**Pin placement**

(3 px per um) Pins as bars across the die edge, other pins in gray.
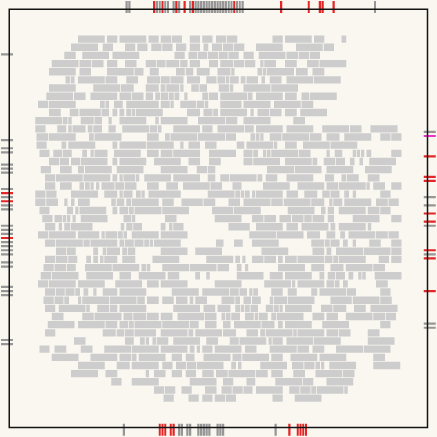
**Gate families picked out**

(3 px per um)
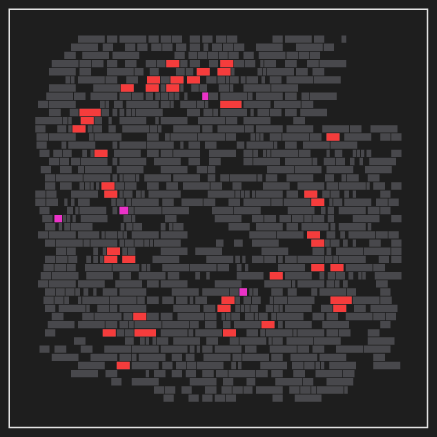
**Cell sizes after repair**

(3 px per um)
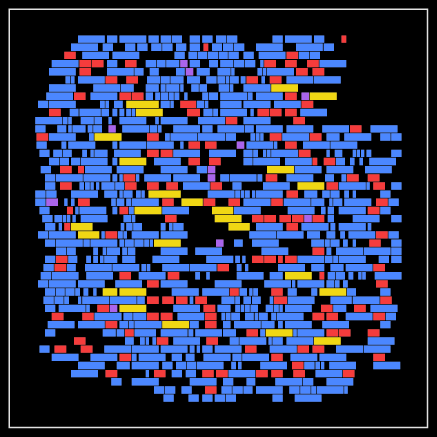
**Placed standard cells**

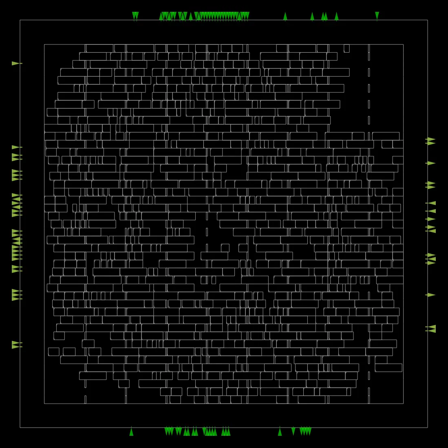
**Port wiring**

(2 px per um)
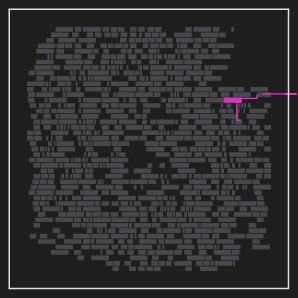
==> src/rtl/cla_pkg.sv <==
// rtl/cla_pkg.sv - shared defaults and stage-count helper for the pipelined CLA adder
//
// Purpose: default operand width / group size and the derivation of the
// pipeline depth, shared by cla_group and cla_pipe_adder.
// Ports: none (package).

package cla_pkg;

  localparam int CLA_WIDTH = 32;
  localparam int CLA_GROUP = 8;

  // Number of pipeline stages (== latency). Clamped to 1 so that a bad
  // parameter set still elaborates far enough for the top-level check to fire.
  function automatic int cla_nstg(input int width, input int group);
    if (group < 1 || width < group) return 1;
    return width / group;
  endfunction

endpackage

==> src/rtl/cla_group.sv <==
// rtl/cla_group.sv - combinational GROUP-bit carry-lookahead block
//
// Purpose: one slice of the adder; every carry is a flat sum of products of
// the per-bit generate/propagate terms, no ripple between bit positions.
// Ports:
//   a, b  in  GROUP  slice operands
//   cin   in  1      carry into bit 0 of the slice
//   s     out GROUP  slice sum
//   cout  out 1      carry out of the slice
//   gp    out 1      group propagate (all bits propagate)
//   gg    out 1      group generate (carry out independent of cin)

module cla_group #(
  parameter int GROUP = 8
) (
  input  logic [GROUP-1:0] a,
  input  logic [GROUP-1:0] b,
  input  logic             cin,
  output logic [GROUP-1:0] s,
  output logic             cout,
  output logic             gp,
  output logic             gg
);

  logic [GROUP-1:0] p;
  logic [GROUP-1:0] g;
  logic [GROUP:0]   c;

  assign p = a ^ b;
  assign g = a & b;

  // c[i+1] = g[i] | p[i]g[i-1] | p[i]p[i-1]g[i-2] | ... | p[i..0]cin.
  // 'run' accumulates the product of propagates above the generate term
  // currently being added, so each carry is written out as its own SOP.
  always_comb begin : p_carry
    logic run;
    run = 1'b0;
    gg  = 1'b0;
    c   = '0;
    c[0] = cin;
    for (int i = 0; i < GROUP; i++) begin
      run = 1'b1;
      for (int j = i; j >= 0; j--) begin
        c[i+1] = c[i+1] | (run & g[j]);
        run    = run & p[j];
      end
      if (i == GROUP - 1) gg = c[i+1];
      c[i+1] = c[i+1] | (run & cin);
    end
  end

  assign s    = p ^ c[GROUP-1:0];
  assign cout = c[GROUP];
  assign gp   = &p;

endmodule

==> src/rtl/cla_pipe_adder.sv <==
// rtl/cla_pipe_adder.sv - pipelined carry-lookahead adder/subtractor with valid/ready
//
// Purpose: WIDTH-bit add/subtract resolved GROUP bits per stage; NSTG stages,
// NSTG cycles of latency, one result per cycle when not back-pressured.
// Ports:
//   clk, rst_n          clock, asynchronous active-low reset
//   in_valid / in_ready operand handshake (in_ready = pipe may advance)
//   a, b, cin, sub      operands; sub=1 computes a-b and ignores cin
//   out_valid/out_ready result handshake
//   s, cout, ovf        sum/difference, carry out (sub: 1 = no borrow),
//                       signed overflow

module cla_pipe_adder
  import cla_pkg::*;
#(
  parameter int WIDTH = CLA_WIDTH,
  parameter int GROUP = CLA_GROUP
) (
  input  logic             clk,
  input  logic             rst_n,
  input  logic             in_valid,
  output logic             in_ready,
  input  logic [WIDTH-1:0] a,
  input  logic [WIDTH-1:0] b,
  input  logic             cin,
  input  logic             sub,
  output logic             out_valid,
  input  logic             out_ready,
  output logic [WIDTH-1:0] s,
  output logic             cout,
  output logic             ovf
);

  localparam int NSTG = cla_nstg(WIDTH, GROUP);

  if (GROUP < 1) begin : g_bad_group
    $error("cla_pipe_adder: GROUP must be at least 1");
  end else if (WIDTH % GROUP != 0) begin : g_bad_width
    $error("cla_pipe_adder: WIDTH must be a multiple of GROUP");
  end

  // Stage registers. a_q/b_q carry the operands forward so later stages can
  // find their slice; s_q collects finished slice sums from the bottom up.
  logic [NSTG-1:0][WIDTH-1:0] a_q, b_q, s_q;
  logic [NSTG-1:0]            c_q, v_q;

  // Per-stage inputs (what stage k sees this cycle) and next sum word.
  logic [NSTG-1:0][WIDTH-1:0] stg_a, stg_b, stg_s, nxt_s;
  logic [NSTG-1:0]            stg_c, stg_v;

  logic [NSTG-1:0][GROUP-1:0] grp_s;
  logic [NSTG-1:0]            grp_c, grp_p, grp_g;

  logic adv;

  // One global enable: the whole pipe moves or the whole pipe holds.
  assign adv      = !out_valid || out_ready;
  assign in_ready = adv;

  always_comb begin
    stg_a = '0;
    stg_b = '0;
    stg_s = '0;
    stg_c = '0;
    stg_v = '0;
    // Subtraction is a + ~b + 1: invert b and force the carry-in.
    stg_a[0] = a;
    stg_b[0] = sub ? ~b : b;
    stg_c[0] = sub | cin;
    stg_v[0] = in_valid;
    for (int k = 1; k < NSTG; k++) begin
      stg_a[k] = a_q[k-1];
      stg_b[k] = b_q[k-1];
      stg_s[k] = s_q[k-1];
      stg_c[k] = c_q[k-1];
      stg_v[k] = v_q[k-1];
    end
  end

  for (genvar k = 0; k < NSTG; k++) begin : g_stage
    cla_group #(.GROUP(GROUP)) u_grp (
      .a    (stg_a[k][k*GROUP +: GROUP]),
      .b    (stg_b[k][k*GROUP +: GROUP]),
      .cin  (stg_c[k]),
      .s    (grp_s[k]),
      .cout (grp_c[k]),
      .gp   (grp_p[k]),
      .gg   (grp_g[k])
    );
  end

  always_comb begin
    nxt_s = stg_s;
    for (int k = 0; k < NSTG; k++) begin
      nxt_s[k][k*GROUP +: GROUP] = grp_s[k];
    end
  end

  // Data registers load only on real beats, so bubbles never overwrite the
  // last result presented at the output.
  always_ff @(posedge clk or negedge rst_n) begin
    if (!rst_n) begin
      a_q <= '0;
      b_q <= '0;
      s_q <= '0;
      c_q <= '0;
      v_q <= '0;
    end else if (adv) begin
      for (int k = 0; k < NSTG; k++) begin
        v_q[k] <= stg_v[k];
        if (stg_v[k]) begin
          a_q[k] <= stg_a[k];
          b_q[k] <= stg_b[k];
          s_q[k] <= nxt_s[k];
          c_q[k] <= grp_c[k];
        end
      end
    end
  end

  assign out_valid = v_q[NSTG-1];
  assign s         = s_q[NSTG-1];
  assign cout      = c_q[NSTG-1];
  // Same-sign operands whose result changes sign.
  assign ovf       = (a_q[NSTG-1][WIDTH-1] == b_q[NSTG-1][WIDTH-1]) &&
                     (s_q[NSTG-1][WIDTH-1] != a_q[NSTG-1][WIDTH-1]);

  // Operand bits below a stage's slice are never read again, and the group
  // P/G outputs are reserved for a second lookahead level.
  logic unused_bits;
  assign unused_bits = ^{a_q, b_q, grp_p, grp_g};

endmodule

==> config.mk <==
export PLATFORM = sky130hd
export DESIGN_NAME = cla_pipe_adder
export DESIGN_NICKNAME = d
export VERILOG_FILES = /design/src/rtl/cla_pkg.sv /design/src/rtl/cla_group.sv /design/src/rtl/cla_pipe_adder.sv
export SDC_FILE = /design/constraint.sdc
export NUM_CORES = 1
export LEC_CHECK = 0
export CAP_MARGIN = 20
export CORE_MARGIN = 8
export CORE_UTILIZATION = 55
export CTS_CLUSTER_DIAMETER = 50
export DETAILED_ROUTE_END_ITERATION = 10
export PLACE_DENSITY = 0.79
export RECOVER_POWER = 25
export SYNTH_ARGS = -nofsm -noshare
export SYNTH_HDL_FRONTEND = slang
export SYNTH_SLANG_ARGS = --single-unit
==> constraint.sdc <==
create_clock -name clk -period 3.65 [get_ports clk]
set_clock_uncertainty 0.2 [all_clocks]
set_input_delay 0.73 -clock clk [delete_from_list [all_inputs] [get_ports clk]]
set_output_delay 0.73 -clock clk [all_outputs]
set_load 0.02 [all_outputs]
==> impl_metrics.tcl <==
# yosys + openroad results
set metrics [dict create \
    setup_ws_ns 0.435 \
    switching_share_pct 33.3 \
    cp_slowest_cell "clkdlybuf4s50_1" \
    crit_type "in -> out" \
    common_cells "dfrtp_1, mux2_2, nand2_1" \
    ys_ff 186 \
    cp-startpoint "out_ready" \
    ys_area_um2 8310 \
    min_path_cells 2 \
    maxSlewHeadroom_pct -19.7 \
    sequentialPower_uw 3520 \
    cp_top_family "buffers and inverters" \
    top_cells_by_area "dfrtp_1, mux2_2, ha_1, xnor2_1, o21ai_0" \
    dr.first_iter.drc_count 191 \
    place_ws_ns 0.456 \
    buffers 117 \
    met2_usage_pct 30.9 \
    dr.pass1.iters 4 \
    vias_per_cell 5.34 \
    biggestCellCategory "sequential cells" \
    area_growth_pct 22.1 \
    most_common_cell "dfrtp_1" \
    grt.overflow.total 0 \
    grt_pass1_wl_mm 27.0 \
    synth-edff-count 0 \
    crit_buf_inv 3 \
    reg2reg_from "v_q[3]" \
    dpl.hpwl_mm 11.5 \
    final_area_um2 10100 \
    timing.critical_path.mode_cell "clkdlybuf4s50_1" \
    ys_types 44 \
    clk_share_pct 5.44 \
    hold_class "reg -> reg" \
    combPwrFrac_pct 41.0 \
    p_total_uw 8910 \
    cts_post_setup_buffers_inserted 0 \
    leakage_uw 0.00449 \
    fp_util_pct 55.5 \
    ys_cells 643 \
    cts_hold_buf 0 \
    ys_top_logic_family "multiplexers" \
    drc 0 \
    met3_usage_pct 4.06 \
    ir_worst_vdd_v 0.000713 \
    logic_area_um2 3470 \
    dr.max_layer_used "met4" \
    violations "max-capacitance violations, max-slew violations" \
    clockBufferDepth 2 \
    met2_length_mm 8.35 \
    drive_above_1_share_pct 23.2 \
    grt_util_all_layers_pct 17.2 \
    hold_violations 0 \
    fin_cells 950 \
    clock_buffers 22 \
    status "finished, violations left" \
    cap_violations 1 \
    ff_count 186 \
    postRouteAntennaNets 0 \
    insertion_delay_ns 0.42 \
    warning_count 28 \
    synth.area.mux_share_pct 17.2 \
    diodes 0 \
    clk_pin_slew_ns 0.06 \
    dp.cells 920 \
    hold_slack_ns 0.279 \
    async_flop_share_pct 100 \
    pin_count 106 \
    grt_antenna_before_repair 0 \
    pg_comb_uw 3650 \
    p_clk_share_pct 19.5 \
    finalMaxSlewViolations 73 \
    cts_tree "done" \
]
About 'pin placement':
legend:
  red:
    port: `s`
    pins: 32
    direction: output
    edge: 11 top, 10 bottom, 8 right, 3 left
  magenta:
    port: `cout`
    pins: 1
    direction: output
    edge: right

About 'gate families picked out':
legend:
  magenta:
    family: and/or cells
    cells: 4
  red:
    family: fa/ha/maj cells
    cells: 38
    most_used: ha_1

About 'cell sizes after repair':
legend:
  red:
    size: _2 cells
    cells: 141
    most_used: mux2_2
  yellow:
    size: _6 and larger
    cells: 25
    most_used: clkbuf_16
  purple:
    size: _3 and _4 cells
    cells: 11
    most_used: buf_4
  blue:
    size: _0 and _1 cells
    cells: 585
    most_used: dfrtp_1

About 'placed standard cells':
core footprint: 15000 um^2
final core occ: 67.7%
register share of the cell area: 45.9%

About 'port wiring':
legend:
  magenta:
    port: `cout`
    bits: 1
    direction: output
    edge: right
    end_cells: 1
    buffers: 1
    wire: 35.1 um

